[config.mk]
export PLATFORM = sky130hd
export DESIGN_NAME = signed_addsub_acc
export DESIGN_NICKNAME = d
export VERILOG_FILES = /design/src/rtl/signed_addsub_acc.sv
export SDC_FILE = /design/constraint.sdc
export NUM_CORES = 1
export LEC_CHECK = 0
export CORE_MARGIN = 2
export CORE_UTILIZATION = 46
export CTS_CLUSTER_DIAMETER = 80
export DETAILED_ROUTE_END_ITERATION = 10
export PLACE_DENSITY = 0.83
export SLEW_MARGIN = 0
export SYNTH_ARGS = -nofsm -noshare
export SYNTH_HDL_FRONTEND = slang
export SYNTH_SLANG_ARGS = --single-unit
export TNS_END_PERCENT = 1
[constraint.sdc]
create_clock -name clk -period 3.8 [get_ports clk]
set_input_delay 0.76 -clock clk [delete_from_list [all_inputs] [get_ports clk]]
set_output_delay 0.76 -clock clk [all_outputs]
set_load 0.1 [all_outputs]
[src/rtl/signed_addsub_acc.sv]
// Registered signed add/sub/accumulate unit with overflow detection, optional
// saturation, and a single-stage valid/ready output register.
module signed_addsub_acc #(
  parameter int unsigned WIDTH    = 4,
  parameter int unsigned SATURATE = 1
) (
  input  logic             clk,
  input  logic             reset,
  input  logic             in_valid,
  output logic             in_ready,
  input  logic [1:0]       op,
  input  logic [WIDTH-1:0] a,
  input  logic [WIDTH-1:0] b,
  output logic             out_valid,
  input  logic             out_ready,
  output logic [WIDTH-1:0] sum,
  output logic             overflow,
  output logic             ovf_sticky,
  output logic [WIDTH-1:0] acc
);

  typedef enum logic {
    ST_IDLE = 1'b0,
    ST_HOLD = 1'b1
  } state_t;

  typedef enum logic [1:0] {
    OP_ADD = 2'b00,
    OP_SUB = 2'b01,
    OP_ACC = 2'b10,
    OP_CLR = 2'b11
  } op_t;

  localparam logic [WIDTH-1:0] MAX_VAL = {1'b0, {(WIDTH-1){1'b1}}};
  localparam logic [WIDTH-1:0] MIN_VAL = {1'b1, {(WIDTH-1){1'b0}}};

  state_t           state_q, state_d;
  logic [WIDTH-1:0] sum_q, sum_d;
  logic             ovf_q, ovf_d;
  logic             sticky_q, sticky_d;
  logic [WIDTH-1:0] acc_q, acc_d;

  op_t              op_e;
  logic             in_fire;
  logic             out_fire;
  logic [WIDTH:0]   ext_a, ext_b, ext_acc;
  logic [WIDTH:0]   full;
  logic             full_ovf;
  logic [WIDTH-1:0] result;

  assign op_e      = op_t'(op);
  assign out_valid = (state_q == ST_HOLD);
  assign in_ready  = !out_valid || out_ready;
  assign in_fire   = in_valid && in_ready;
  assign out_fire  = out_valid && out_ready;

  assign ext_a   = {a[WIDTH-1], a};
  assign ext_b   = {b[WIDTH-1], b};
  assign ext_acc = {acc_q[WIDTH-1], acc_q};

  // One extra bit of headroom makes overflow (including 0 - MIN) a simple
  // disagreement between the top two bits.
  always_comb begin
    full = '0;
    unique case (op_e)
      OP_ADD: full = ext_a + ext_b;
      OP_SUB: full = ext_a - ext_b;
      OP_ACC: full = ext_acc + ext_a;
      OP_CLR: full = '0;
      default: full = '0;
    endcase
  end

  assign full_ovf = full[WIDTH] ^ full[WIDTH-1];

  always_comb begin
    result = full[WIDTH-1:0];
    if (full_ovf && (SATURATE != 0)) begin
      result = full[WIDTH] ? MIN_VAL : MAX_VAL;
    end
  end

  always_comb begin
    state_d = state_q;
    unique case (state_q)
      ST_IDLE: if (in_fire) state_d = ST_HOLD;
      ST_HOLD: if (out_fire && !in_fire) state_d = ST_IDLE;
      default: state_d = ST_IDLE;
    endcase
  end

  always_comb begin
    sum_d    = sum_q;
    ovf_d    = ovf_q;
    sticky_d = sticky_q;
    acc_d    = acc_q;
    if (in_fire) begin
      sum_d = result;
      ovf_d = full_ovf;
      if (op_e == OP_CLR) begin
        acc_d    = '0;
        sticky_d = 1'b0;
      end else begin
        if (op_e == OP_ACC) acc_d = result;
        if (full_ovf) sticky_d = 1'b1;
      end
    end
  end

  always_ff @(posedge clk) begin
    if (reset) begin
      state_q  <= ST_IDLE;
      sum_q    <= '0;
      ovf_q    <= 1'b0;
      sticky_q <= 1'b0;
      acc_q    <= '0;
    end else begin
      state_q  <= state_d;
      sum_q    <= sum_d;
      ovf_q    <= ovf_d;
      sticky_q <= sticky_d;
      acc_q    <= acc_d;
    end
  end

  assign sum        = sum_q;
  assign overflow   = ovf_q;
  assign ovf_sticky = sticky_q;
  assign acc        = acc_q;

endmodule

Clock routing:
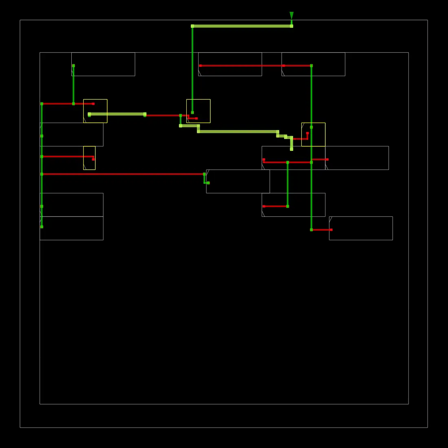
Clk power: 82.2 µW
clk_buf instances: 4

Logic cells by family:
Drawn at 6 px/µm.
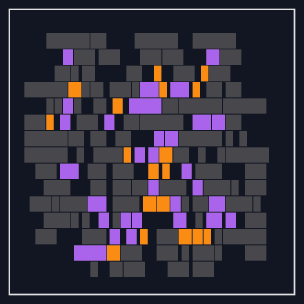
NOR gates: shown in orange, cells 18, most used nor2_1. inverting AOI/OAI gates: shown in purple, cells 30, most used o21ai_0.
most instantiated logic cell after routing: sky130_fd_sc_hd__clkdlybuf4s50_1
fraction of area in multi-input gates: 0.491

==> flow_summary.ini <==
; implementation run metrics
[global_route]
top_usage_layer = met2
met2_usage = 0.322
grt.met3_usage = 0.0615
via_count_of_the_first_global_routing_pass = 777
grt.overflow.total = 0
antenna_found_initial = 0
grtUsageMet1 = 0.267
largest_net_degree_at_the_start_of_global_routing = 13
grt_first_pass_wirelength_um = 3250

[logic_synthesis]
synth_warnings = 0
area_leaders = sky130_fd_sc_hd__dfxtp_1 (26%), sky130_fd_sc_hd__ha_1 (12%), sky130_fd_sc_hd__o21ai_0 (5.2%)
synth_cells = 110
ys_sh_simple = 0.186
yosys.area_share.xor_xnor = 0.0203
yosys_aoi_share = 0.308
syn_area_um2 = 862
synthMuxAreaShare = 0.0160
floorplan.nets = 133
yosysTopAreaCellShare = 0.255
adder_share = 0.139
logic_family = AND-OR/OR-AND gates
synth_area_leader_cell = sky130_fd_sc_hd__dfxtp_1
synth-area-yosys_um2 = 862
common_cells = sky130_fd_sc_hd__dfxtp_1 (11), sky130_fd_sc_hd__inv_1 (11), sky130_fd_sc_hd__nand2_1 (11)
syn_avg_cell_area_um2 = 7.84
synth_flops = 11
share_of_async_settable_or_async_resettable_flops_after_synthesis = 0
synth.distinct_cells = 33
number_of_enable_flip_flop_cells = 0
yosysSeqAreaShare = 0.255
ys_cells = 110
ff_type = sky130_fd_sc_hd__dfxtp_1

[cells_and_area]
fillers = 153
clock_tree_area_fraction = 0.0224
flow.area_growth_from_synthesis_pct = 36.1
ff_latch_area_um2 = 220
buffers = 29
finish.net_count = 163
layout_top_cells = sky130_fd_sc_hd__clkdlybuf4s50_1 (24), sky130_fd_sc_hd__inv_1 (11), sky130_fd_sc_hd__nand2_1 (11), sky130_fd_sc_hd__dfxtp_1 (11)
antenna-diode-count = 0
area.combinational_um2 = 577
numSequentialCells = 11
postLayoutCellArea_mm2 = 0.00117
final_layout_size_suffix_gt1_frac = 0.0935
comb_cells = 84
nonClockInverterCount = 11
seq-cell-share = 0.188
finalCoreUtilization = 0.672
cell_count_final_fillers_out = 164
area_share_nonclk_buffers = 0.237
largestClassByArea = logic gates

[setup_path]
cp_data_required_time_ns = 3.99
crit_end = acc[2]$_SDFFE_PP0P_
path_delay_family = adder cells
critical_path_class = input port to register
cp.buffers_inverters = 4
cp_cell_sequence = clkdlybuf4s50_1 -> inv_1 -> ha_1 -> o21ai_0 -> o21ai_0 -> ha_1 -> inv_1 -> fa_1 -> nor2b_1 -> o21a_1 -> nor3_1 -> mux2i_2 -> nand2_1 -> buf_4 -> a31oi_1
worst-r2r-setup-slack_ns = 1.27
r2r-start = acc[0]$_SDFFE_PP0P_
reg2reg_to = acc[2]$_SDFFE_PP0P_
cpMaxStageDelayCell = sky130_fd_sc_hd__clkdlybuf4s50_1
r2r.worst_path.cells = 12
cp_slowest_stage_delay_ns = 0.50
worst_path_depth = 15
critPathLaunchType = input port
type_of_element_capturing_the_critical_path = register
critical_path.max_fanout = 7
worst_setup_path_startpoint = op[0]
worst-endpoint-arrival_ns = 3.77

[timing]
finalSetupTns_ns = 0
final-hold-violation-count = 0
slew_headroom = 0.337
fraction_of_the_cycle_the_final_worst_path_needs = 0.942
timing.hold.ws_ns = 0.481
setup_repair_after_global_routing_missed_its_margin = no
worst_case_setup_margin_in_the_final_layout_ns = 0.221
period_needed_ns = 3.58
timing_max_transition_violations_final = 0
timing_worst_slew_pin_value_ns = 0.992
fmax_mhz = 279
setup_viol = 0

[detailed_routing]
number_of_search_and_repair_iterations_in_the_first_detailed_routing_pass = 4
drt_drc_violations_left = 0
routed.top_layer = met4
detailedRoute.firstIterationViolations = 29
met3WireLength_um = 111
viasPerCell = 5.38
ant_nets = 0
wirelength_met1_um = 940
wl_met2_um = 1040

[outcome]
run_status = completed

[power_and_ir_drop]
share_seq_of_total_power = 0.291
ir_drop_mv = 0.299
largestPowerGroup = combinational cells
pwr.group.combinational_uw = 239
netSwitchingFraction = 0.454
p_switching_uw = 206
combinational_power_share = 0.528
power.density_cell_area_mw_per_mm2 = 387
total_power_uw = 454
seq_power_uw = 132
power_leakage_uw = 0.000474
clockPowerShare = 0.181
internal-power_uw = 248

[clock_network]
cts_setup_buffers = 0
cts_tree = done
clk_transition_reported_paths_ns = 0.07
htree_levels = 1
ctsResizeCount = 0
holdBufCountCts = 0
cts_max_path_buffers = 2
numClockSinks = 11
ctsRootBufferMaster = sky130_fd_sc_hd__clkbuf_4
numCtsBuffers = 3

[worst_hold_path]
min_from = ovf_sticky$_SDFFE_PP0P_
holdPathEnd = ovf_sticky$_SDFFE_PP0P_
timing.hold.worst_path_depth = 2
hp-class = register to register

[placement]
placedCellCount = 160
preCtsSetupSlack_ns = -0.0456
detailed_place.area_mm2 = 0.00115
place.detailed.hpwl_um = 1660
routabilityCongestion = 0.836
total_of_buffers_placed_on_input_and_output_ports = 25

[die]
core_area_mm2 = 0.00175
die_w_um = 47.3
pin_count = 26
floorplan.die_area_mm2 = 0.00224
die_h_um = 47.3
tapcell.inserted = 25
fp-row-count = 15
fp-utilization = 0.494

[run]
log.warning_count = 28
drv.max_cap_violation_count = 0
Signal wires by layer:
Drawn at 10 px/µm.
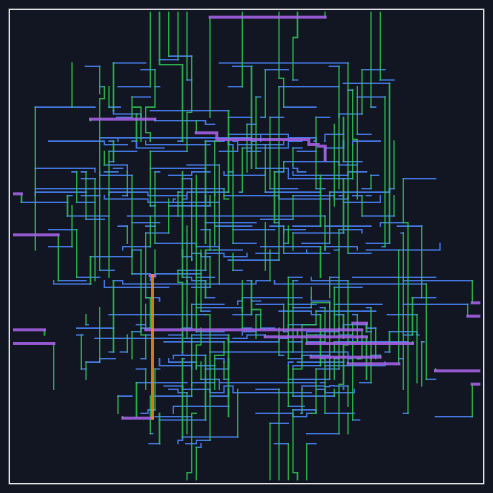
met2: shown in green, wire length 1040 µm. met1: shown in blue, wire length 941 µm. met4: shown in orange, wire length 14.3 µm. met3: shown in purple, wire length 111 µm.
total number of vias: 883
total routed wirelength: 2100 µm
GRT Total Usage: 0.200
Avg WL per Cell: 12.8 µm

Clock distribution:
Drawn at 6 px/µm.
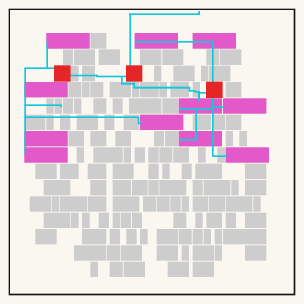
clock wires: shown in cyan, length 157 µm. flip-flops: shown in magenta, count 11. cells driving clock nets: shown in red, count 3.
There are 4 routed clock nets.
Fin Clk Skew: 0.00294 ns
worst-skew pair later-pin latency: 0.27 ns

No activity file was given, so power comes from the tool's default toggle rates.
